==> run_1/congestion.png <==
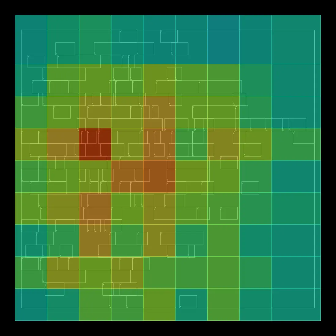
==> run_1/logic_types.png <==
The bar under the picture is 20 µm long.
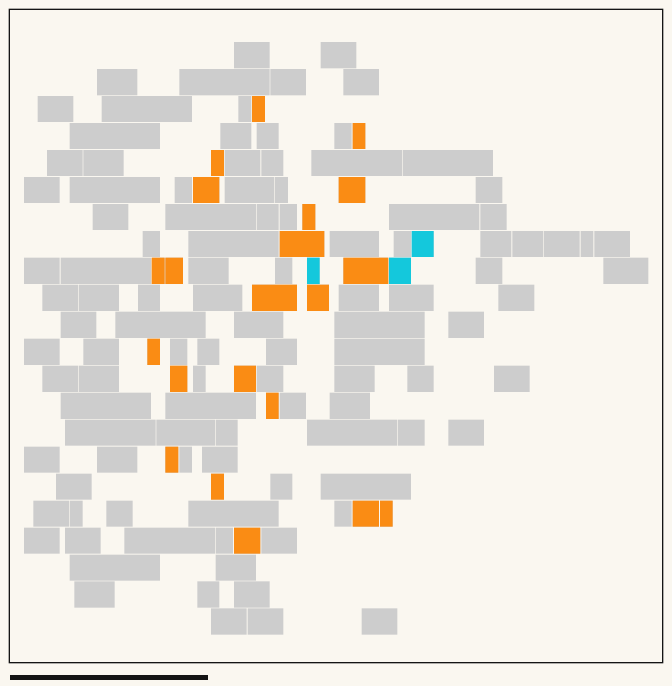
==> run_1/cell_density.png <==
The die is cut into 7 by 7 equal tiles; dark blue is low, red is high, 0 to 100% covered.
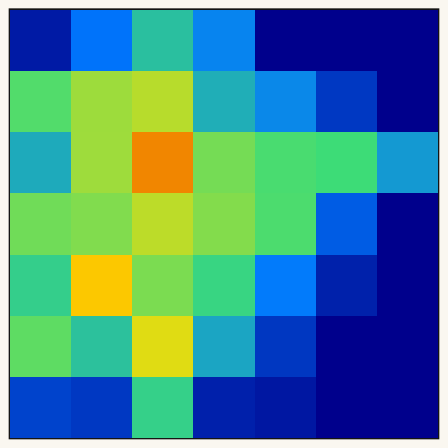
[src/rtl/irq_pkg.sv]
// Shared types and sizing helpers for the interrupt priority controller.
package irq_pkg;

  localparam int NUM_SRC_DEF = 8;

  // ID width for a given source count; never narrower than one bit.
  function automatic int id_w(input int n);
    return (n > 1) ? $clog2(n) : 1;
  endfunction

  typedef enum logic [1:0] {
    IDLE    = 2'd0,
    REQ     = 2'd1,
    SERVICE = 2'd2
  } state_t;

endpackage

[src/rtl/irq_priority_controller_if.sv]
// Source, mask and CPU handshake bundle for the interrupt priority controller.
// master: the controller; slave: the CPU interrupt unit / software side.
interface irq_priority_controller_if import irq_pkg::*; #(
  parameter int NUM_SRC = NUM_SRC_DEF
);
  localparam int ID_W = id_w(NUM_SRC);

  logic [NUM_SRC-1:0] src_in;
  logic               mask_we;
  logic [NUM_SRC-1:0] mask_data;
  logic               irq;
  logic [ID_W-1:0]    irq_id;
  logic               irq_ack;
  logic               irq_done;
  logic [NUM_SRC-1:0] pending;
  logic               busy;

  modport master (
    input  src_in, mask_we, mask_data, irq_ack, irq_done,
    output irq, irq_id, pending, busy
  );

  modport slave (
    output src_in, mask_we, mask_data, irq_ack, irq_done,
    input  irq, irq_id, pending, busy
  );
endinterface

[src/rtl/irq_priority_encoder.sv]
// Find-first-set over the enabled pending vector; lowest index wins.
module irq_priority_encoder import irq_pkg::*; #(
  parameter int NUM_SRC = NUM_SRC_DEF
) (
  input  logic [NUM_SRC-1:0]        req,
  output logic                      valid,
  output logic [id_w(NUM_SRC)-1:0]  index
);
  localparam int ID_W = id_w(NUM_SRC);

  // Scan from the top down so the lowest set bit is the last one written.
  always_comb begin
    valid = 1'b0;
    index = '0;
    for (int i = NUM_SRC - 1; i >= 0; i--) begin
      if (req[i]) begin
        valid = 1'b1;
        index = ID_W'(i);
      end
    end
  end
endmodule

[src/rtl/irq_priority_controller.sv]
// Latches interrupt events as pending, masks them, and hands exactly one
// interrupt at a time to the CPU over a req/ack/done handshake.
// Optional IRQ_EDGE_DETECT_EN: events are rising edges of the sources
// instead of high levels, so a held-high source pends only once.
module irq_priority_controller import irq_pkg::*; #(
  parameter int NUM_SRC = NUM_SRC_DEF
) (
  input  logic                        clk,
  input  logic                        rst,
  irq_priority_controller_if.master   bus
);
  localparam int ID_W = id_w(NUM_SRC);

  state_t             state, state_next;
  logic [NUM_SRC-1:0] pending, mask, events, clr;
  logic [ID_W-1:0]    irq_id;
  logic               sel_valid, load_id, take;
  logic [ID_W-1:0]    sel_index;

`ifdef IRQ_EDGE_DETECT_EN
  logic [NUM_SRC-1:0] src_prev;

  // Previous source sample for rising-edge detection.
  always_ff @(posedge clk or posedge rst) begin
    if (rst) src_prev <= '0;
    else     src_prev <= bus.src_in;
  end

  assign events = bus.src_in & ~src_prev;
`else
  assign events = bus.src_in;
`endif

  // Selection looks only at registered state, keeping outputs input-free.
  irq_priority_encoder #(.NUM_SRC(NUM_SRC)) u_enc (
    .req   (pending & mask),
    .valid (sel_valid),
    .index (sel_index)
  );

  // Clear only the bit being acknowledged; a same-cycle event re-sets it.
  assign clr = take ? (NUM_SRC'(1) << irq_id) : '0;

  // Pending, mask and the latched ID.
  always_ff @(posedge clk or posedge rst) begin
    if (rst) begin
      pending <= '0;
      mask    <= '0;
      irq_id  <= '0;
    end else begin
      pending <= (pending & ~clr) | events;
      if (bus.mask_we) mask   <= bus.mask_data;
      if (load_id)     irq_id <= sel_index;
    end
  end

  // Handshake state register.
  always_ff @(posedge clk or posedge rst) begin
    if (rst) state <= IDLE;
    else     state <= state_next;
  end

  // Next state: pick a winner in IDLE, wait for ACK in REQ, DONE in SERVICE.
  always_comb begin
    state_next = state;
    load_id    = 1'b0;
    take       = 1'b0;
    case (state)
      IDLE: begin
        if (sel_valid) begin
          state_next = REQ;
          load_id    = 1'b1;
        end
      end
      REQ: begin
        if (bus.irq_ack) begin
          state_next = SERVICE;
          take       = 1'b1;
        end
      end
      SERVICE: begin
        if (bus.irq_done) state_next = IDLE;
      end
      default: state_next = IDLE;
    endcase
  end

  assign bus.irq     = (state == REQ);
  assign bus.busy    = (state == SERVICE);
  assign bus.irq_id  = irq_id;
  assign bus.pending = pending;
endmodule

[src/flat_wrapper.sv]
// flat-port wrapper written by rule: the top's interface ports become plain ports
module irq_priority_controller_flat import irq_pkg::*;
#(
  parameter int NUM_SRC = NUM_SRC_DEF
)
  (clk, rst, bus_src_in, bus_mask_we, bus_mask_data, bus_irq_ack, bus_irq_done, bus_irq, bus_irq_id, bus_pending, bus_busy);
  irq_priority_controller_if #(.NUM_SRC(NUM_SRC)) bus_i ();
  input  logic clk;
  input  logic rst;
  input wire logic [$bits(bus_i.src_in)-1:0] bus_src_in;
  input wire logic [$bits(bus_i.mask_we)-1:0] bus_mask_we;
  input wire logic [$bits(bus_i.mask_data)-1:0] bus_mask_data;
  input wire logic [$bits(bus_i.irq_ack)-1:0] bus_irq_ack;
  input wire logic [$bits(bus_i.irq_done)-1:0] bus_irq_done;
  output wire logic [$bits(bus_i.irq)-1:0] bus_irq;
  output wire logic [$bits(bus_i.irq_id)-1:0] bus_irq_id;
  output wire logic [$bits(bus_i.pending)-1:0] bus_pending;
  output wire logic [$bits(bus_i.busy)-1:0] bus_busy;
  assign bus_i.src_in = bus_src_in;
  assign bus_i.mask_we = bus_mask_we;
  assign bus_i.mask_data = bus_mask_data;
  assign bus_i.irq_ack = bus_irq_ack;
  assign bus_i.irq_done = bus_irq_done;
  assign bus_irq = bus_i.irq;
  assign bus_irq_id = bus_i.irq_id;
  assign bus_pending = bus_i.pending;
  assign bus_busy = bus_i.busy;
  irq_priority_controller #(.NUM_SRC(NUM_SRC)) u_core (.clk(clk), .rst(rst), .bus(bus_i));
endmodule
[config.mk]
export PLATFORM = sky130hd
export DESIGN_NAME = irq_priority_controller_flat
export DESIGN_NICKNAME = d
export VERILOG_FILES = /design/src/rtl/irq_pkg.sv /design/src/rtl/irq_priority_controller_if.sv /design/src/rtl/irq_priority_encoder.sv /design/src/rtl/irq_priority_controller.sv /design/src/flat_wrapper.sv
export SDC_FILE = /design/constraint.sdc
export NUM_CORES = 1
export LEC_CHECK = 0
export CORE_UTILIZATION = 25
export CTS_CLUSTER_DIAMETER = 200
export DETAILED_ROUTE_END_ITERATION = 8
export HOLD_SLACK_MARGIN = 0.12
export SYNTH_ARGS = -nofsm -noshare
export SYNTH_HDL_FRONTEND = slang
export SYNTH_HIERARCHICAL = 1
export SYNTH_SLANG_ARGS = --single-unit
[constraint.sdc]
create_clock -name clk -period 1.7 [get_ports clk]
set_input_delay 0.255 -clock clk [delete_from_list [all_inputs] [get_ports clk]]
set_output_delay 0.255 -clock clk [all_outputs]
set_load 0.01 [all_outputs]
==> impl_table.tex, run 1 <==
% Synthesis and place-and-route results
\begin{tabular}{lr}
\hline
Metric & Value \\
\hline
\multicolumn{2}{l}{\textbf{Outcome}} \\
Run status & finished clean \\
\multicolumn{2}{l}{\textbf{Finish}} \\
FILL cells & roughly 370 \\
Footprint of the flip-flops and latches & between 500 and 600 µm² \\
Buffering overhead & 0.250 \\
Area-dominant cell class after layout & sequential cells \\
Logic cell area & around 460 µm² \\
\multicolumn{2}{l}{\textbf{Flow run}} \\
Max Cap Viol & 0 \\
\multicolumn{2}{l}{\textbf{Global routing}} \\
Maximum number of pins on one net before global-route repair & 22 \\
Number of global-route vias before repair & 819 \\
GRT Total Usage & 0.115 \\
Number of antenna violations at the first check in global routing & 0 \\
First-pass GRT wire length & approximately 3800 µm \\
\multicolumn{2}{l}{\textbf{Drt}} \\
Wire per inst & $\sim$12 µm \\
Vias per Instance & roughly 4.5 \\
Vias & $\sim$800 \\
\multicolumn{2}{l}{\textbf{Logic synthesis}} \\
Mux cell area share & 0.122 \\
Syn nets & roughly 110 \\
Area share, top type & 0.517 \\
Seq cells post-synth & 21 \\
Simple-gate share of the synthesized area & 0.227 \\
Largest combinational cell category by area & simple AND/OR/NAND/NOR gates \\
Fraction of the mapped netlist area in compound gates & 0.101 \\
\multicolumn{2}{l}{\textbf{Power and ir drop}} \\
Share of total power in sequential cells & 0.392 \\
P\_clk & $\sim$0.00032 W \\
Switching part of the total power & 0.306 \\
Relative contribution of combinational cells to total power & 0.411 \\
Switching power total & around 0.00050 W \\
\multicolumn{2}{l}{\textbf{Worst setup path}} \\
Worst r2r src & u\_core/bus.pending[3] \\
Slowest stage delay, CP & $\sim$0.53 ns \\
Worst setup path endpoint & bus\_busy \\
Required time reported for the critical path endpoint & around 1.4 ns \\
\multicolumn{2}{l}{\textbf{Clocking}} \\
Clock Tree Buf Depth & 2 \\
Clock sink total & 21 \\
\multicolumn{2}{l}{\textbf{Place}} \\
Port-buffer cells & 33 \\
\multicolumn{2}{l}{\textbf{STA}} \\
Final clock skew & 0.00190 ns \\
Slew headroom & 0.757 \\
RSZ-0062 raised after global routing & no \\
Period utilisation layout & 0.960 \\
Sum Neg Setup Slack & 0 ns \\
\multicolumn{2}{l}{\textbf{Die}} \\
Row cnt & 22 \\
\hline
\end{tabular}
Notes on congestion.png above:
Global Route met3 Usage: 0.0278
Util after Layout: 0.393
most crowded layer after global routing: met2

Notes on logic_types.png above:
color	family	cells	most used
orange	nor cells	21	nor2_1
cyan	nand cells	3	nand2b_1
Final Instance Count excl. Fillers: 178
fraction of standard cell area in multi-input logic: 0.312
most common cell after layout, fill and taps aside: sky130_fd_sc_hd__clkdlybuf4s50_1

Notes on cell_density.png above:
emptiest ninth of the die	south-east
mean over tiles	33%
tiles over 75% full	4.1%
nearly empty tiles	20%
floorplan core area: 3770 µm²
starting density of the core: 0.269

run 1: kinds of logic after synthesis:
group | count (synthesis)
muxes | 11
DFF | 21
and+or+nand+nor | 36
AOI/OAI and AO/OA | 15
buffers and inverters | 8
run 1: timing repair:
item,4_1_cts,5_1_grt
buffers inserted,2,0
pin swaps,0,1
endpoints found under the hold margin,0,0
resized,0,2
hold buffers,0,0
endpoints found under the setup margin,2,4
run 1: per-stage QoR:
step | setup WS [ns] | area, µm² | cells
detailed placement | 0.0478 | 1410 | 172
global route | 0.00216 | 1480 | 178
CTS | 0.0384 | 1470 | 178
global placement | 0.0623 | 1410 | 172
floorplan | 0.0938 | 1020 | 91
finish | 0.0679 | 1480 | 178
==> run 2, diff against run 1 <==
==> constraint.sdc (replaced) <==
create_clock -name clk -period 1.7 [get_ports clk]
set_input_delay 0.34 -clock clk [delete_from_list [all_inputs] [get_ports clk]]
set_output_delay 0.34 -clock clk [all_outputs]
set_load 0.01 [all_outputs]
==> run_2/logic_types.png <==
The bar under the picture is 20 µm long.
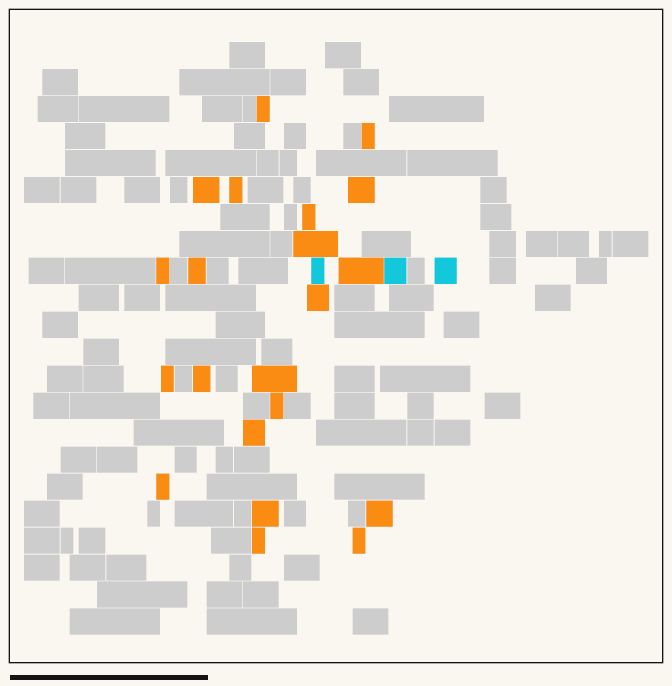
color	family	cells	most used
cyan	nand cells	3	nand2b_1
orange	nor cells	21	nor2_1
fraction of standard cell area in multi-input logic: 0.313

==> impl_table.tex, run 2 <==
% Synthesis and place-and-route results
\begin{tabular}{lr}
\hline
Metric & Value \\
\hline
\multicolumn{2}{l}{\textbf{Clocking}} \\
Resize count post-CTS & 3 (+3) \\
Clock Tree Buf Depth & 2 (unchanged) \\
Clock sink total & 21 (unchanged) \\
Hold-fix buffers at CTS & 0 (unchanged) \\
\multicolumn{2}{l}{\textbf{STA}} \\
Sum Neg Setup Slack & 0 ns (unchanged) \\
Final WS setup & 0.0830 ns (+0.0151 ns) \\
Period utilisation layout & 0.951 (-0.00888) \\
RSZ-0062 raised after global routing & no \\
\multicolumn{2}{l}{\textbf{Global routing}} \\
Number of global-route vias before repair & 818 (-0.12\%) \\
Most crowded layer after global routing & met2 \\
Number of antenna violations at the first check in global routing & 0 (unchanged) \\
\multicolumn{2}{l}{\textbf{Finish}} \\
Final Instance Count excl. Fillers & 178 (unchanged) \\
Most common cell after layout, fill and taps aside & sky130\_fd\_sc\_hd\_\_clkdlybuf4s50\_1 \\
Buffering overhead & 0.247 (-0.00296) \\
Area-dominant cell class after layout & sequential cells \\
Design area & 1480 µm² (-0.17\%) \\
Util after Layout & 0.393 (-0.000663) \\
\multicolumn{2}{l}{\textbf{Logic synthesis}} \\
Mux cell area share & 0.122 (unchanged) \\
Fraction of the mapped netlist area in compound gates & 0.101 (unchanged) \\
Area share, top type & 0.517 (unchanged) \\
Largest combinational cell category by area & simple AND/OR/NAND/NOR gates \\
Syn nets & 112 (unchanged) \\
Seq cells post-synth & 21 (unchanged) \\
\multicolumn{2}{l}{\textbf{Place}} \\
Port-buffer cells & 33 (unchanged) \\
Placed inst area & 1410 µm² (unchanged) \\
Placed cell count & 172 (unchanged) \\
\multicolumn{2}{l}{\textbf{Drt}} \\
Vias per Instance & 4.40 (-1.9\%) \\
\multicolumn{2}{l}{\textbf{Flow run}} \\
Max Cap Viol & 0 (unchanged) \\
\multicolumn{2}{l}{\textbf{Worst setup path}} \\
Worst r2r src & u\_core/bus.pending[3] \\
Slowest stage delay, CP & 0.40 ns (-0.13 ns) \\
\multicolumn{2}{l}{\textbf{Die}} \\
Row cnt & 22 (unchanged) \\
Starting density of the core & 0.269 (unchanged) \\
\multicolumn{2}{l}{\textbf{Outcome}} \\
Run status & finished clean \\
\hline
\end{tabular}
==> run_2/wires.png <==
The bar under the picture is 20 µm long.
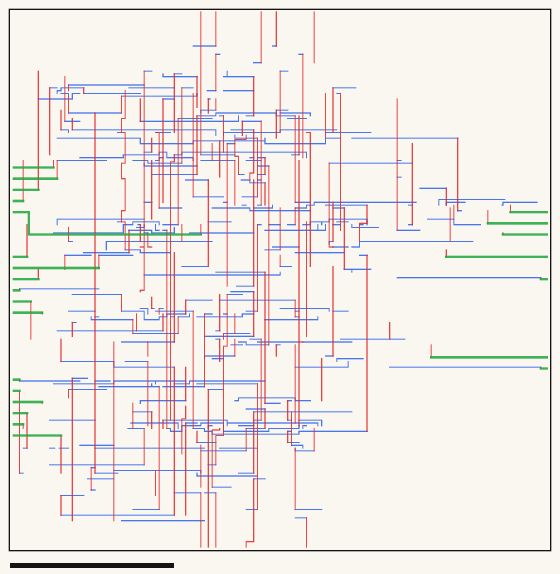
color	layer	wire length
red	metal 2	1120 µm
green	metal 3	119 µm
blue	metal 1	1090 µm
Vias: 784
wire per inst: 13.1 µm
total wire length: 2330 µm
GRT Total Usage: 0.121

## run 2: cell types whose count changed in the layout (fill, tap and decap cells not counted), sizes merged
cell and change:
clkbuf -1, clkdlybuf4s50 -1, clkinv +1, dlygate4sd2 +2, dlymetal6s2s -1
## run 2: where the power goes
group	switching [W]	total (W)	internal, W
Sequential	0.0000524	0.000642	0.000590
Clock	0.000164	0.000327	0.000163
Combinational	0.000295	0.000655	0.000360
Total	0.000511	0.00162	0.00111
## run 2: path summary, 6_finish.rpt
kind,cells after the start,endpoint
max,5,u_core/bus.irq_id[0]
min,3,u_core/bus.pending[0]
max reg2reg,5,u_core/bus.irq_id[0]
min reg2reg,1,u_core/mask[2]
max in group asynchronous,3,u_core/state[0]
min in group clk,1,u_core/mask[2]
==> run 3, diff against run 2 <==
Clock period 1.7 ns to 1.85 ns, I/O delays scaled along.
==> run_3/clk_routes.png <==
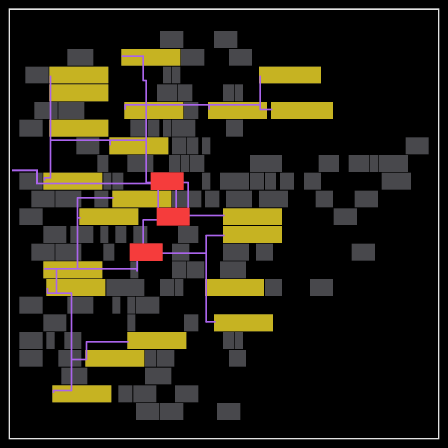
[purple] clock wires | length: 254 µm
[red] clock drivers | count: 3
[yellow] flip-flops | count: 21
routed clock nets	4
final clock skew: 0.00293 ns
clock network fraction of design power: 0.200
Worst-Skew Late Latency: 0.25 ns

==> impl_table.tex, run 3 <==
% Synthesis and place-and-route results
\begin{tabular}{lr}
\hline
Metric & Value \\
\hline
\multicolumn{2}{l}{\textbf{Outcome}} \\
Run status & finished clean \\
\multicolumn{2}{l}{\textbf{Power and ir drop}} \\
Switching power total & 0.000461 W (-9.7\%) \\
P\_clk & 0.000297 W (-9.2\%) \\
Switching part of the total power & 0.311 (-0.00409) \\
Combinational Power & 0.000582 W (-11\%) \\
Reported sequential group power & 0.000607 W (-5.5\%) \\
Relative contribution of combinational cells to total power & 0.392 (-0.011) \\
Share of total power in sequential cells & 0.409 (+0.014) \\
Internal power component & 0.00102 W (-8.0\%) \\
\multicolumn{2}{l}{\textbf{Clocking}} \\
Clock tree from TritonCTS & built \\
Clock sink total & 21 (unchanged) \\
\multicolumn{2}{l}{\textbf{Worst setup path}} \\
Critical register-to-register path endpoint & u\_core/bus.irq\_id[0] \\
Number of stages on the worst setup path & 5 (unchanged) \\
Worst r2r src & u\_core/bus.pending[7] \\
Slowest stage delay, CP & 0.39 ns (about the same) \\
Worst setup path endpoint & u\_core/bus.irq\_id[0] \\
Required time reported for the critical path endpoint & 1.99 ns \\
\multicolumn{2}{l}{\textbf{Drt}} \\
Vias per Instance & 4.47 (+1.5\%) \\
Vias & 791 (+0.89\%) \\
Total wire length & 2200 µm (-5.5\%) \\
Wire per inst & 12.4 µm (-5.0\%) \\
\multicolumn{2}{l}{\textbf{Logic synthesis}} \\
Seq cells post-synth & 21 (unchanged) \\
Syn nets & 112 (unchanged) \\
Leading cell type by number of instances after synthesis & sky130\_fd\_sc\_hd\_\_dfrtp\_1 \\
\multicolumn{2}{l}{\textbf{Global routing}} \\
Number of global-route vias before repair & 816 (-0.24\%) \\
GRT Total Usage & 0.118 (-0.00285) \\
Maximum number of pins on one net before global-route repair & 22 \\
Number of antenna violations at the first check in global routing & 0 (unchanged) \\
First-pass GRT wire length & approximately 4000 µm \\
\multicolumn{2}{l}{\textbf{Die}} \\
Starting density of the core & 0.269 (unchanged) \\
Row cnt & 22 (unchanged) \\
\multicolumn{2}{l}{\textbf{Finish}} \\
Most common cell after layout, fill and taps aside & sky130\_fd\_sc\_hd\_\_clkdlybuf4s50\_1 \\
Util after Layout & 0.391 (-0.00166) \\
Design area & 1470 µm² (-0.42\%) \\
\multicolumn{2}{l}{\textbf{Place}} \\
Placed cell count & 172 (unchanged) \\
Port-buffer cells & 33 (unchanged) \\
Placed inst area & 1410 µm² (unchanged) \\
\multicolumn{2}{l}{\textbf{Flow run}} \\
Max Cap Viol & 0 (unchanged) \\
\multicolumn{2}{l}{\textbf{STA}} \\
Sum Neg Setup Slack & 0 ns (unchanged) \\
Final WS setup & 0.204 ns (+0.121 ns) \\
Period utilisation layout & 0.890 (-0.0615) \\
Slew headroom & 0.751 \\
\hline
\end{tabular}
==> run_3/logic_types.png <==
The bar under the picture is 20 µm long.
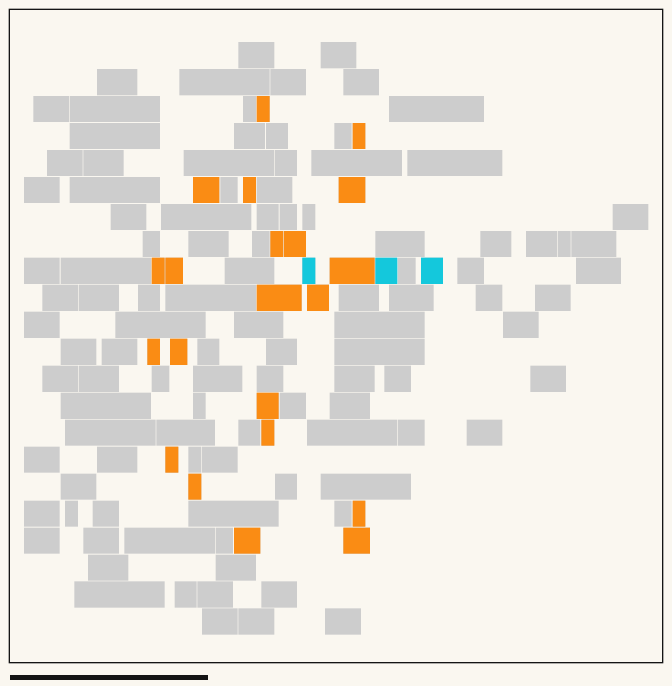
color	family	cells	most used
cyan	nand cells	3	nand2b_1
orange	nor cells	21	nor2_1
fraction of standard cell area in multi-input logic: 0.310
Final Instance Count excl. Fillers: 177

## run 3: cell counts after synthesis
No cell type changed its count.
## run 3: repair_timing
item | in CTS | in global routing
setup buffers | 0 | 1
hold buffers | 0 | 0
resized | 1 | 3
endpoints found under the setup margin | 1 | 2
## run 3: final cells by class
type	count	area, µm²	share of cell area
timing repair buffer	37	365	0.248
multi-input combinational	62	457	0.310
clock buffer	4	45.0	0.0306
tap	48	60.1	0.0407
sequential	21	528	0.358
inverter	5	18.8	0.0127
## run 3: cell families (layout without fill, tap and decap cells)
logic type | after synthesis | in the layout | synth area share
and+or+nand+nor | 36 | 36 | 0.227
DFF | 21 | 21 | 0.517
buffers and inverters | 8 | 46 | 0.0332
muxes | 11 | 11 | 0.122
AOI/OAI and AO/OA | 15 | 15 | 0.101
Power figures rest on the tool's default switching activity, not on a simulated workload.
